io_placement.png
Pins as bars across the die edge, other pins in gray.
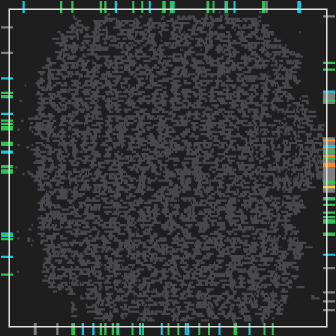
clk_routes.png
Scale: 1.5 px per um.
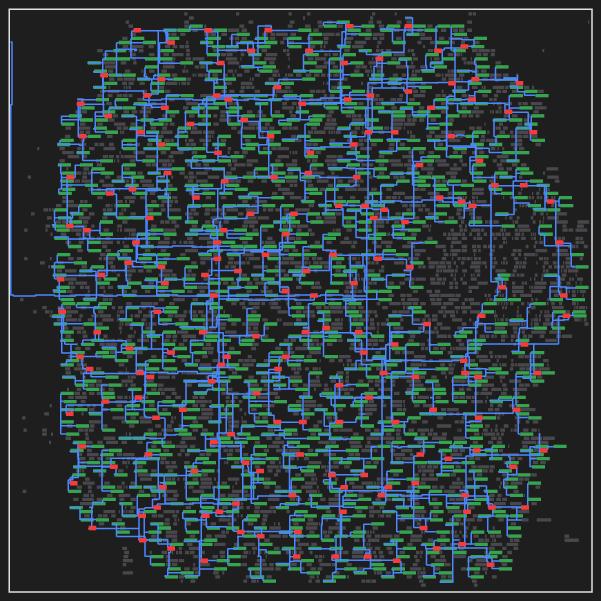
## src/rtl/regfile_sb.sv

```systemverilog
// Multi-read-port integer register file with write-back bypass and a per-register
// pending-write scoreboard (busy flags plus an incrementally maintained pending count).
module regfile_sb #(
  parameter int XLEN    = 32,
  parameter int NREGS   = 32,
  parameter int NRD     = 2,
  parameter int ZERO_R0 = 1,
  parameter int BYPASS  = 1,
  localparam int AW     = $clog2(NREGS)
) (
  input  logic                clk,
  input  logic                rst_n,
  input  logic [NRD*AW-1:0]   rd_addr_i,
  output logic [NRD*XLEN-1:0] rd_data_o,
  output logic [NRD-1:0]      rd_busy_o,
  input  logic                wb_en_i,
  input  logic [AW-1:0]       wb_addr_i,
  input  logic [XLEN-1:0]     wb_data_i,
  input  logic                iss_en_i,
  input  logic [AW-1:0]       iss_addr_i,
  input  logic                flush_i,
  output logic [NREGS-1:0]    busy_vec_o,
  output logic [AW:0]         pend_cnt_o
);

  localparam bit HAS_R0 = (ZERO_R0 != 0);
  localparam bit HAS_BP = (BYPASS != 0);

  logic [XLEN-1:0]  regs_q [NREGS];
  logic [NREGS-1:0] busy_q, busy_d;
  logic [AW:0]      cnt_q, cnt_d;
  logic [AW-1:0]    rd_a [NRD];
  logic             wr_ok, iss_ok, cnt_inc, cnt_dec;

  assign wr_ok  = wb_en_i  && !(HAS_R0 && (wb_addr_i  == '0));
  assign iss_ok = iss_en_i && !(HAS_R0 && (iss_addr_i == '0));

  always_ff @(posedge clk or negedge rst_n) begin
    if (!rst_n) begin
      for (int n = 0; n < NREGS; n++) regs_q[n] <= '0;
    end else if (wr_ok) begin
      regs_q[wb_addr_i] <= wb_data_i;
    end
  end

  always_comb begin
    busy_d = busy_q;
    for (int n = 0; n < NREGS; n++) begin
      if (HAS_R0 && (n == 0))                              busy_d[n] = 1'b0;
      else if (flush_i)                                     busy_d[n] = 1'b0;
      else if (iss_en_i && (iss_addr_i == AW'(n)))          busy_d[n] = 1'b1;
      else if (wb_en_i && (wb_addr_i == AW'(n)))            busy_d[n] = 1'b0;
    end
  end

  // Count tracks only real flag transitions, so re-issue and same-register
  // issue+WB leave it untouched.
  always_comb begin
    cnt_inc = iss_ok && !flush_i && !busy_q[iss_addr_i];
    cnt_dec = wr_ok && !flush_i && busy_q[wb_addr_i] &&
              !(iss_en_i && (iss_addr_i == wb_addr_i));
    if (flush_i) cnt_d = '0;
    else         cnt_d = cnt_q + (AW+1)'(cnt_inc) - (AW+1)'(cnt_dec);
  end

  always_ff @(posedge clk or negedge rst_n) begin
    if (!rst_n) begin
      busy_q <= '0;
      cnt_q  <= '0;
    end else begin
      busy_q <= busy_d;
      cnt_q  <= cnt_d;
    end
  end

  assign busy_vec_o = busy_q;
  assign pend_cnt_o = cnt_q;

  // Read priority: reset, hardwired r0, write-back bypass, then stored state.
  always_comb begin
    rd_data_o = '0;
    rd_busy_o = '0;
    for (int p = 0; p < NRD; p++) begin
      rd_a[p] = rd_addr_i[p*AW +: AW];
      rd_data_o[p*XLEN +: XLEN] = regs_q[rd_a[p]];
      rd_busy_o[p]              = busy_q[rd_a[p]];
      if (HAS_BP && wb_en_i && (wb_addr_i == rd_a[p])) begin
        rd_data_o[p*XLEN +: XLEN] = wb_data_i;
        rd_busy_o[p] = iss_en_i && (iss_addr_i == rd_a[p]) && !flush_i;
      end
      if ((HAS_R0 && (rd_a[p] == '0)) || !rst_n) begin
        rd_data_o[p*XLEN +: XLEN] = '0;
        rd_busy_o[p]              = 1'b0;
      end
    end
  end

endmodule

```

## config.mk

```make
export PLATFORM = sky130hd
export DESIGN_NAME = regfile_sb
export DESIGN_NICKNAME = d
export VERILOG_FILES = /design/src/rtl/regfile_sb.sv
export SDC_FILE = /design/constraint.sdc
export NUM_CORES = 2
export LEC_CHECK = 0
export CAP_MARGIN = 20
export CORE_UTILIZATION = 39
export CTS_BUF_LIST = sky130_fd_sc_hd__clkbuf_8
export DETAILED_ROUTE_END_ITERATION = 10
export DONT_BUFFER_PORTS = 1
export HOLD_SLACK_MARGIN = 0.08
export PLACE_DENSITY_LB_ADDON = 0.15
export REMOVE_ABC_BUFFERS = 1
export SETUP_SLACK_MARGIN = 0.15
export SLEW_MARGIN = 40
export SYNTH_ARGS = -nofsm -noshare
export SYNTH_HDL_FRONTEND = slang
export SYNTH_SLANG_ARGS = --single-unit
```

## constraint.sdc

```tcl
create_clock -name clk -period 4.1 [get_ports clk]
set_input_delay 0.82 -clock clk [delete_from_list [all_inputs] [get_ports clk]]
set_output_delay 0.82 -clock clk [all_outputs]
set_load 0.02 [all_outputs]
```

==> flow_metrics.py <==
# Generated from Yosys and OpenROAD reports
metrics = {
    "yosys": {
        "yosysCellCount": 4156,
        "yosysChipArea_sq_um": 58000,
        "synth.area.top_cells": "dfrtp_1 46%, mux2_2 20%, mux4_2 15%",
        "netlist.area_leader.share": 0.458,
        "ys_seq_frac": 0.458,
        "synthArstFlopShare": 1.00,
    },
    "clocking": {
        "cts_made_buffers": 190,
        "post_cts_buffers": 0,
        "cts_max_path_buffers": 3,
    },
    "timing": {
        "skew_ns": 0.0172,
        "relSlewSlack": 0.382,
        "hold_viol_final": 0,
        "period_minus_slack_ns": 4.05,
        "setup_violations": 0,
        "rsz0062_at_grt": "yes",
        "fmax_mhz": 247,
    },
    "final_layout": {
        "layout_top_cell": "dfrtp_1",
        "final_cells": 6198,
        "seqCellArea_sq_um": 26600,
        "synthToLayoutAreaGrowth_pct": 12.9,
        "layout-drive-gt1-share": 0.467,
        "num-fill-cells": 13400,
    },
    "critical_path": {
        "slowest_stage": "nor2_4",
        "end_kind": "output port",
        "rrSetupSlack_ns": 0.62,
        "cp_cell_sequence": "nor2_4, buf_4, a221oi_1, a22oi_1, a21oi_1, a221o_1",
        "reg2reg_depth": 12,
        "r2r_start": "busy_vec_o[31]",
        "cp_max_fo": 224,
    },
    "routing": {
        "drt_iter0_markers": 3633,
        "wl_per_cell_um": 34.5,
        "vias": 39500,
    },
    "place": {
        "portBuffers": 0,
        "dp_hpwl_um": 111000,
    },
    "die": {
        "io_pins": 161,
        "rows": 141,
        "core_util_floorplan": 0.393,
        "die_w_um": 388,
    },
    "grt": {
        "grt_max_degree": 336,
        "track_usage": 0.278,
        "grt.overflow.total": 0,
    },
    "outcome": {
        "status": "finished, final reports clean",
    },
}
Back to the opening pictures, io_placement.png:
[yellow] flush_i | pins: 1 | direction: input | edge: right
[cyan] wb_data_i | pins: 32 | direction: input | edge: 9 top, 9 bottom, 9 left, 5 right
[green] rd_data_o | pins: 64 | direction: output | edge: 17 top, 17 bottom, 15 right, 15 left
[orange] iss_addr_i | pins: 5 | direction: input | edge: right
all pins by edge: 78 right, 29 bottom, 28 top, 26 left

Back to the opening pictures, clk_routes.png:
[red] clock drivers | count: 190
[green] flip-flops | count: 1,061
[blue] clock wires | length: 16,300 um
routed clock nets: 191

state kept, by name (all words and copies together) (netlist names):
register,flops
busy_vec_o,31
pend_cnt_o,6
regs_q,1024
routing by layer:
layer	wire, um	GRT usage	vias to the layer above
met1	95000	0.398	21500
met5	0	0	-
met4	6880	0.0874	0
li1	-	-	16000
met3	14900	0.0545	359
met2	97000	0.423	1597
tightest hold or removal path, delay by kind of cell:
kind / cells / cell delay [ns]
buffers and inverters: 4 / 0.60
repair_timing:
| item | in CTS | in global routing |
|---|---|---|
| gates resized | 0 | 9 |
| pin swaps | 0 | 1 |
| hold buffers | 51 | 0 |
| endpoints found under the setup margin | 64 | 66 |
| gates cloned | 2 | 15 |
| hold endpoints to repair | 1245 | 0 |
cell usage after synthesis (all sizes together) (24+ instances only):
cell,number
a21oi,122
a221o,33
a221oi,64
a22oi,140
a32o,32
buf,243
clkbuf,226
dfrtp,1061
mux2,1067
mux2i,238
mux4,392
nand2,97
nand4,24
nor2,111
o21ai,71
o21bai,33
o221ai,51
per-stage QoR:
step                      area [sq um]  power (uW)
after detailed placement         60600       19500
final                            65400       29800
after CTS                        65000       29700
after global placement           60300       19400
after global routing             65400       31200
after floorplan                  55700       17800
layout make-up:
class	instances	area share
flip-flops and latches	1061	0.406
repair buffers	247	0.0495
clock buffers	242	0.0509
well taps	1930	0.0369
clock inverters	89	0.00581
inverters	12	0.000727
multi-input cells	2614	0.450
diodes	3	0.000115
cell families after synthesis:
kind of cell / share of synthesized area
xor+xnor: 0.00438
compound gates: 0.0699
buf+inv: 0.0396
simple gates: 0.0255
mux: 0.401
fa+ha+maj: 0.00164
flops: 0.458
other cells: 0.0000647
report_power, final:
group | switching (uW) | total [uW] | internal, uW
combinational | 2540 | 6110 | 3570
clock | 4620 | 9870 | 5240
sequential | 1420 | 13800 | 12400
No activity file was given, so power comes from the tool's default toggle rates.
